**config.mk**
```make
export PLATFORM = sky130hd
export DESIGN_NAME = hazard_ctrl
export DESIGN_NICKNAME = d
export VERILOG_FILES = /design/src/rtl/hazard_ctrl.sv
export SDC_FILE = /design/constraint.sdc
export NUM_CORES = 1
export LEC_CHECK = 0
export ABC_AREA = 1
export CAP_MARGIN = 20
export CORE_MARGIN = 2
export CORE_UTILIZATION = 53
export CTS_BUF_LIST = sky130_fd_sc_hd__clkbuf_2
export CTS_CLUSTER_DIAMETER = 60
export DETAILED_ROUTE_END_ITERATION = 8
export PLACE_DENSITY = 0.82
export SLEW_MARGIN = 5
export SYNTH_ARGS = -nofsm -noshare
export SYNTH_HDL_FRONTEND = slang
export SYNTH_SLANG_ARGS = --single-unit
```
**constraint.sdc**
```tcl
create_clock -name clk -period 2.9 [get_ports clk]
set_input_delay 0.725 -clock clk [delete_from_list [all_inputs] [get_ports clk]]
set_output_delay 0.725 -clock clk [all_outputs]
set_load 0.01 [all_outputs]
```
**src/rtl/hazard_ctrl.sv**
```systemverilog
// Pipeline sequencing controller: load-use stalls, EX/MEM branch resolution,
// data-memory freeze and saturating stall/flush event counters.
module hazard_ctrl #(
    parameter int unsigned CNT_W      = 32,
    parameter int unsigned BR_RECOVER = 1
) (
    input  logic             clk,
    input  logic             rst_n,
    input  logic             idex_memread,
    input  logic [4:0]       idex_rd,
    input  logic [4:0]       ifid_rs1,
    input  logic [4:0]       ifid_rs2,
    input  logic             exmem_branch,
    input  logic             exmem_zero,
    input  logic             exmem_is_greater,
    input  logic [3:0]       exmem_func,
    input  logic             exmem_memaccess,
    input  logic             mem_ready,
    output logic             pc_write,
    output logic             ifid_write,
    output logic             ifid_flush,
    output logic             idex_flush,
    output logic             exmem_flush,
    output logic             pipe_hold,
    output logic             pc_src,
    output logic [1:0]       state,
    output logic [CNT_W-1:0] stall_count,
    output logic [CNT_W-1:0] flush_count
);

    typedef enum logic [1:0] {
        StRun     = 2'd0,
        StMemWait = 2'd1,
        StRecover = 2'd2
    } state_e;

    localparam logic [1:0] RecoverInit = 2'(BR_RECOVER - 1);

    state_e     state_q;
    logic [1:0] rcnt_q;

    logic hold;
    logic cond;
    logic taken;
    logic load_use;
    logic unused_func;

    // funct7[5] does not distinguish any supported branch
    assign unused_func = exmem_func[3];

    assign hold = exmem_memaccess & ~mem_ready;

    always_comb begin
        cond = 1'b0;
        case (exmem_func[2:0])
            3'b000:  cond = exmem_zero;
            3'b001:  cond = ~exmem_zero;
            3'b100:  cond = ~exmem_is_greater & ~exmem_zero;
            3'b101:  cond = exmem_is_greater | exmem_zero;
            default: cond = 1'b0;
        endcase
    end

    assign taken    = exmem_branch & cond;
    assign load_use = idex_memread && (idex_rd != 5'd0) &&
                      ((idex_rd == ifid_rs1) || (idex_rd == ifid_rs2));

    always_comb begin
        pc_write    = 1'b1;
        ifid_write  = 1'b1;
        ifid_flush  = 1'b0;
        idex_flush  = 1'b0;
        exmem_flush = 1'b0;
        pipe_hold   = 1'b0;
        pc_src      = 1'b0;
        if (!rst_n) begin
            pc_write    = 1'b0;
            ifid_write  = 1'b0;
            ifid_flush  = 1'b1;
            idex_flush  = 1'b1;
            exmem_flush = 1'b1;
        end else if (hold) begin
            pipe_hold  = 1'b1;
            pc_write   = 1'b0;
            ifid_write = 1'b0;
        end else if (taken) begin
            pc_src      = 1'b1;
            ifid_flush  = 1'b1;
            idex_flush  = 1'b1;
            exmem_flush = 1'b1;
        end else if (load_use && (state_q != StRecover)) begin
            pc_write   = 1'b0;
            ifid_write = 1'b0;
            idex_flush = 1'b1;
        end
    end

    assign state = state_q;

    always_ff @(posedge clk or negedge rst_n) begin
        if (!rst_n) begin
            state_q     <= StRun;
            rcnt_q      <= 2'd0;
            stall_count <= '0;
            flush_count <= '0;
        end else begin
            case (state_q)
                StRun, StMemWait: begin
                    if (hold) begin
                        state_q <= StMemWait;
                    end else if (taken) begin
                        state_q <= StRecover;
                        rcnt_q  <= RecoverInit;
                    end else begin
                        state_q <= StRun;
                    end
                end
                StRecover: begin
                    // hold freezes the recover window; a new taken branch restarts it
                    if (!hold) begin
                        if (taken) begin
                            rcnt_q <= RecoverInit;
                        end else if (rcnt_q == 2'd0) begin
                            state_q <= StRun;
                        end else begin
                            rcnt_q <= rcnt_q - 2'd1;
                        end
                    end
                end
                default: state_q <= StRun;
            endcase

            if (!pc_write && (stall_count != '1)) begin
                stall_count <= stall_count + CNT_W'(1);
            end
            if (taken && !hold && (flush_count != '1)) begin
                flush_count <= flush_count + CNT_W'(1);
            end
        end
    end

endmodule

```
Clock wires, drivers and flops:
(4 px per um)
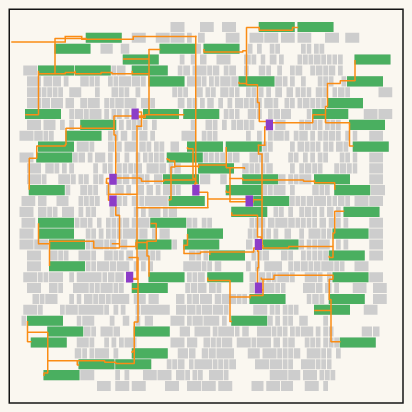
flip-flops: drawn in green, count 68. clock-net drivers: drawn in purple, count 9. clock wires: drawn in orange, length 918 um.
Position of the flops: spread over the die. There are 10 routed clock nets.

M2 wires:
(4 px per um) Cells faint in the background.
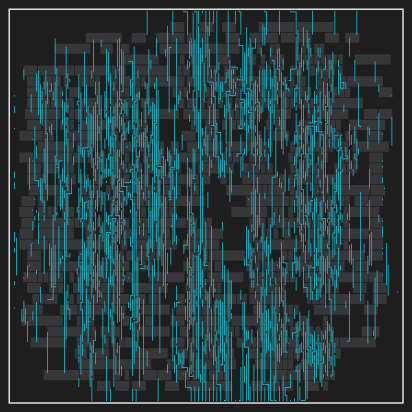
The layer carries 6,100 um of wire. The layer holds 52% of the routed length. The longest straight run is 51.5 um. The wires run mostly vertical.

==> flow_summary.html <==
<h2>Implementation results</h2>
<table>
<tr><th>Metric</th><th>Value</th></tr>
<tr><th colspan="2">Status</th></tr>
<tr><td>Status</td><td>finished, final reports clean</td></tr>
<tr><th colspan="2">CTS</th></tr>
<tr><td>Clock-pin slew on the worst setup and hold paths</td><td>0.20 ns</td></tr>
<tr><td>Max Root-Sink Buffers</td><td>2</td></tr>
<tr><td>CTS Hold Bufs</td><td>0</td></tr>
<tr><td>Maximum level of the CTS H-tree</td><td>3</td></tr>
<tr><td>Root Buffer</td><td>clkbuf_2</td></tr>
<tr><td>CTS Buf Count</td><td>9</td></tr>
<tr><td>Num Clock Sinks</td><td>68</td></tr>
<tr><td>Clock insertion delay at the later pin of the skew report</td><td>a little under 0.5 ns</td></tr>
<tr><td>Clock tree from TritonCTS</td><td>built</td></tr>
<tr><th colspan="2">Hold path</th></tr>
<tr><td>Worst min path class</td><td>input pin to async pin</td></tr>
<tr><th colspan="2">Global routing</th></tr>
<tr><td>Global-route wire length before repair</td><td>20.19 mm</td></tr>
<tr><td>Total grt overflow</td><td>0</td></tr>
<tr><td>Number of antenna violations at the first check in global routing</td><td>0</td></tr>
<tr><td>Global routing usage summed across all routing layers</td><td>25.00%</td></tr>
<tr><td>Largest net degree at the start of global routing</td><td>between 60 and 70</td></tr>
<tr><td>Vias in the first global route</td><td>4,660</td></tr>
<tr><th colspan="2">Finish</th></tr>
<tr><td>Layout Area Growth over Synthesis</td><td>25.45%</td></tr>
<tr><td>Fillers</td><td>747</td></tr>
<tr><td>Fraction of the core area covered by cells at the end of the flow</td><td>68.14%</td></tr>
<tr><td>Ant. Diodes</td><td>0</td></tr>
<tr><td>Number of standard cells in the layout, taps in and fillers out</td><td>930</td></tr>
<tr><td>Layout Cell Area excl Fill</td><td>~0.0059 mm^2</td></tr>
<tr><td>Fraction of layout instances using a drive strength above 1</td><td>8.394%</td></tr>
<tr><td>Number of nets at the end of the flow</td><td>848</td></tr>
<tr><th colspan="2">Logic synthesis</th></tr>
<tr><td>Avg Cell Area, Syn</td><td>approximately 6.6 um^2</td></tr>
<tr><td>Top cell type by instance count after synthesis</td><td>nand2_1</td></tr>
<tr><td>Xor+xnor area frac</td><td>approximately 7.8%</td></tr>
<tr><td>Yosys synthesis warning count</td><td>0</td></tr>
<tr><td>Proportion of register bits with asynchronous set or reset after synthesis</td><td>100.0%</td></tr>
<tr><td>Number of instances in the synthesized netlist</td><td>around 700</td></tr>
<tr><td>Main kind of combinational logic by area</td><td>simple AND/OR/NAND/NOR gates</td></tr>
<tr><td>Summed standard-cell area reported by yosys</td><td>approximately 0.0047 mm^2</td></tr>
<tr><td>Post-synth top area cell</td><td>dfrtp_1</td></tr>
<tr><td>Sequential-to-total area share from yosys stat</td><td>a little over a third</td></tr>
<tr><td>Cell variety after synth</td><td>29</td></tr>
<tr><td>Register bit total from synthesis</td><td>68</td></tr>
<tr><td>Ys cells</td><td>709</td></tr>
<tr><td>Synth Area in Simple Gates</td><td>43.37%</td></tr>
<tr><td>Synthesized Nets</td><td>between 700 and 800</td></tr>
<tr><td>Area fraction in full adders, half adders and majority gates</td><td>0.8002%</td></tr>
<tr><td>Number of flops mapped to enable cells by yosys</td><td>0</td></tr>
<tr><td>Cell area leaders</td><td>dfrtp_1, nand2_1, inv_1</td></tr>
<tr><td>Post-Synthesis Cell Area</td><td>0.004691 mm^2</td></tr>
<tr><td>Yosys aoi share</td><td>approximately 1.3%</td></tr>
<tr><td>MUX area fraction</td><td>0%</td></tr>
<tr><td>Top FF cell, synth</td><td>dfrtp_1</td></tr>
<tr><td>Share of Yosys cell area claimed by the top area cell type</td><td>between 30 and 40%</td></tr>
<tr><td>Synth cell count leaders</td><td>nand2_1, inv_1, nor2_1</td></tr>
<tr><th colspan="2">Setup path</th></tr>
<tr><td>Crit path max-delay cell type</td><td>clkdlybuf4s50_1</td></tr>
<tr><td>Max FO, Critical Path</td><td>3</td></tr>
<tr><td>Class of the most critical setup path</td><td>input pin to output port</td></tr>
<tr><td>Worst Path Arrival</td><td>2.12 ns</td></tr>
<tr><td>Crit path launch type</td><td>input pin</td></tr>
<tr><td>Worst stage delay on the critical path</td><td>between 0.4 and 0.5 ns</td></tr>
<tr><td>Worst EP required</td><td>2.17 ns</td></tr>
<tr><td>Worst R2R Path Depth</td><td>10</td></tr>
<tr><td>Crit end category</td><td>output port</td></tr>
<tr><td>Ordered list of cells on the worst path</td><td>clkdlybuf4s50_1, nand3_1, o211ai_1, nand3_2, buf_6, nor2_4, nor2_1, inv_1, buf_2</td></tr>
<tr><th colspan="2">Placed design</th></tr>
<tr><td>Half-perimeter wire length of the detailed placement result</td><td>8.978 mm</td></tr>
<tr><td>IO Port Bufs</td><td>98</td></tr>
<tr><td>Place WS</td><td>-0.3857 ns</td></tr>
<tr><td>Placed cell count</td><td>915</td></tr>
<tr><td>Placed Area</td><td>0.005813 mm^2</td></tr>
<tr><td>Routability cong.</td><td>0.9349</td></tr>
<tr><th colspan="2">Floorplan</th></tr>
<tr><td>Number of ports placed on the die boundary</td><td>100</td></tr>
<tr><td># rows</td><td>34</td></tr>
<tr><td>Core utilization before placement</td><td>54.32%</td></tr>
<tr><td>Chip Width</td><td>98.08 um</td></tr>
<tr><td>Overall die height</td><td>98.08 um</td></tr>
<tr><td>Core region area</td><td>0.008636 mm^2</td></tr>
<tr><td>Die ar.</td><td>0.009619 mm^2</td></tr>
<tr><th colspan="2">Drt</th></tr>
<tr><td>Initial drt markers</td><td>255</td></tr>
<tr><td>Final ANT Viol Nets</td><td>0</td></tr>
<tr><td>Number of DRC violations after detailed routing</td><td>0</td></tr>
<tr><td>Routed len/inst</td><td>12.66 um</td></tr>
<tr><td>Total Routed Length</td><td>11.77 mm</td></tr>
<tr><td>Routed vias/inst</td><td>5.128</td></tr>
<tr><td>Number of vias after detailed routing</td><td>4,769</td></tr>
<tr><td>Drt first pass iters</td><td>5</td></tr>
<tr><th colspan="2">Final timing</th></tr>
<tr><td>Final Setup Violations</td><td>0</td></tr>
<tr><td>Max frequency</td><td>351.5 MHz</td></tr>
<tr><td>Setup Skew</td><td>0.01866 ns</td></tr>
<tr><td>Worst setup margin</td><td>0.05503 ns</td></tr>
<tr><td>Hold violation total from the final report</td><td>0</td></tr>
<tr><td>Min cycle time layout</td><td>2.845 ns</td></tr>
<tr><td>Worst slew margin</td><td>a little over two fifths</td></tr>
<tr><td>Final slew viol count</td><td>0</td></tr>
<tr><td>Worst-margin pin slew</td><td>0.8684 ns</td></tr>
<tr><td>Final worst path period share</td><td>98.10%</td></tr>
<tr><th colspan="2">Power</th></tr>
<tr><td>Cell Pwr Density</td><td>356.6 mW/mm^2</td></tr>
<tr><td>Leakage component of the power</td><td>2.939 nW</td></tr>
<tr><td>Sum of internal, switching and leakage power</td><td>0.002099 W</td></tr>
<tr><td>Maximum vdd ir drop</td><td>0.2314 mV</td></tr>
<tr><th colspan="2">Run</th></tr>
<tr><td>Max-cap check violation count</td><td>0</td></tr>
<tr><td>Number of warnings in the stage logs</td><td>27</td></tr>
</table>
cell families (layout without fill, tap and decap cells):
family	Yosys count	in the layout
AND/OR/NAND/NOR	474	474
buffers and inverters	112	225
flip-flops	68	68
XOR/XNOR	42	42
AND-OR/OR-AND	10	10
adder cells (fa/ha/maj)	3	3
critical path, delay by kind of cell:
family / cells / cell delay, ns
buffers and inverters: 4 / 0.90
and+or+nand+nor: 4 / 0.36
AOI/OAI and AO/OA: 1 / 0.14
timing repair:
action                                  CTS  global route
endpoints found under the setup margin    6             7
pin swaps                                 4             4
setup buffers                             0             0
gates resized                            26            11
registers in the layout (all words and copies together), names as in the netlist:
| signal | flops |
|---|---|
| flush_count | 32 |
| rcnt_q | 2 |
| stall_count | 32 |
| state | 2 |
report_power, final:
part / switching, W / internal (W)
clock: 0.000334 / 0.000108
combinational: 0.000265 / 0.000267
sequential: 0.000107 / 0.00102
total: 0.000705 / 0.00139
metal layers:
| metal | up-vias | track usage (%) | wire length [um] |
|---|---|---|---|
| met3 | 29 | 3.221 | 516 |
| met5 | - | 0 | 0 |
| met1 | 2199 | 29.31 | 4869 |
| li1 | 2395 | - | - |
| met4 | 0 | 9.936 | 282 |
| met2 | 146 | 46.10 | 6101 |
final timing paths:
check / slack, ns / start / to
setup / recovery: 0.06 / exmem_func[2] / exmem_flush
hold / removal: 0.44 / rst_n / stall_count[18]
setup reg to reg: 0.67 / flush_count[1] / flush_count[16]
hold reg to reg: 0.49 / state[1] / state[0]
max in group asynchronous: 1.88 / rst_n / state[1]
min in group clk: 0.49 / state[1] / state[0]
metrics by stage:
step | hold slack, ns | TNS [ns]
global placement | 0.4558 | -1.729
global route | 0.5061 | -0.02253
CTS | 0.4548 | 0
finish | 0.4363 | 0
detailed placement | 0.4591 | -2.451
floorplan | 0.4294 | 0
placed cells by master, fill, tap and decap left out, types with 2 or more instances in the layout:
| cell type | synthesis | routed |
|---|---|---|
| clkdlybuf4s50_1 | 0 | 83 |
| nand3_4 | 2 | 2 |
| nor3b_1 | 2 | 2 |
| nor2_1 | 77 | 76 |
| ha_1 | 3 | 3 |
| buf_2 | 8 | 3 |
| nand3_1 | 69 | 68 |
| clkbuf_2 | 0 | 14 |
| nand2_2 | 21 | 23 |
| xnor2_1 | 19 | 19 |
| dfrtp_1 | 68 | 68 |
| nor3_1 | 18 | 18 |
| nor2_4 | 2 | 3 |
| buf_4 | 2 | 14 |
| nand2_1 | 266 | 264 |
| nand4_1 | 13 | 13 |
| clkinv_1 | 0 | 2 |
| xor2_1 | 23 | 23 |
| o21ai_0 | 7 | 7 |
| dlygate4sd2_1 | 0 | 5 |
| buf_6 | 1 | 2 |
| inv_1 | 95 | 94 |
| inv_2 | 1 | 2 |
| dlymetal6s2s_1 | 0 | 3 |
| clkinv_2 | 0 | 2 |
layout make-up:
class	count	area [um^2]	area share, %
multi-input cells	529	2525	42.91
flip-flops and latches	68	1702	28.92
repair buffers	114	1090	18.52
inverters	96	360.3	6.124
well taps	108	135.1	2.296
clock buffers	11	55.05	0.9356
clock inverters	4	17.52	0.2977
No activity file was given, so power comes from the tool's default toggle rates.
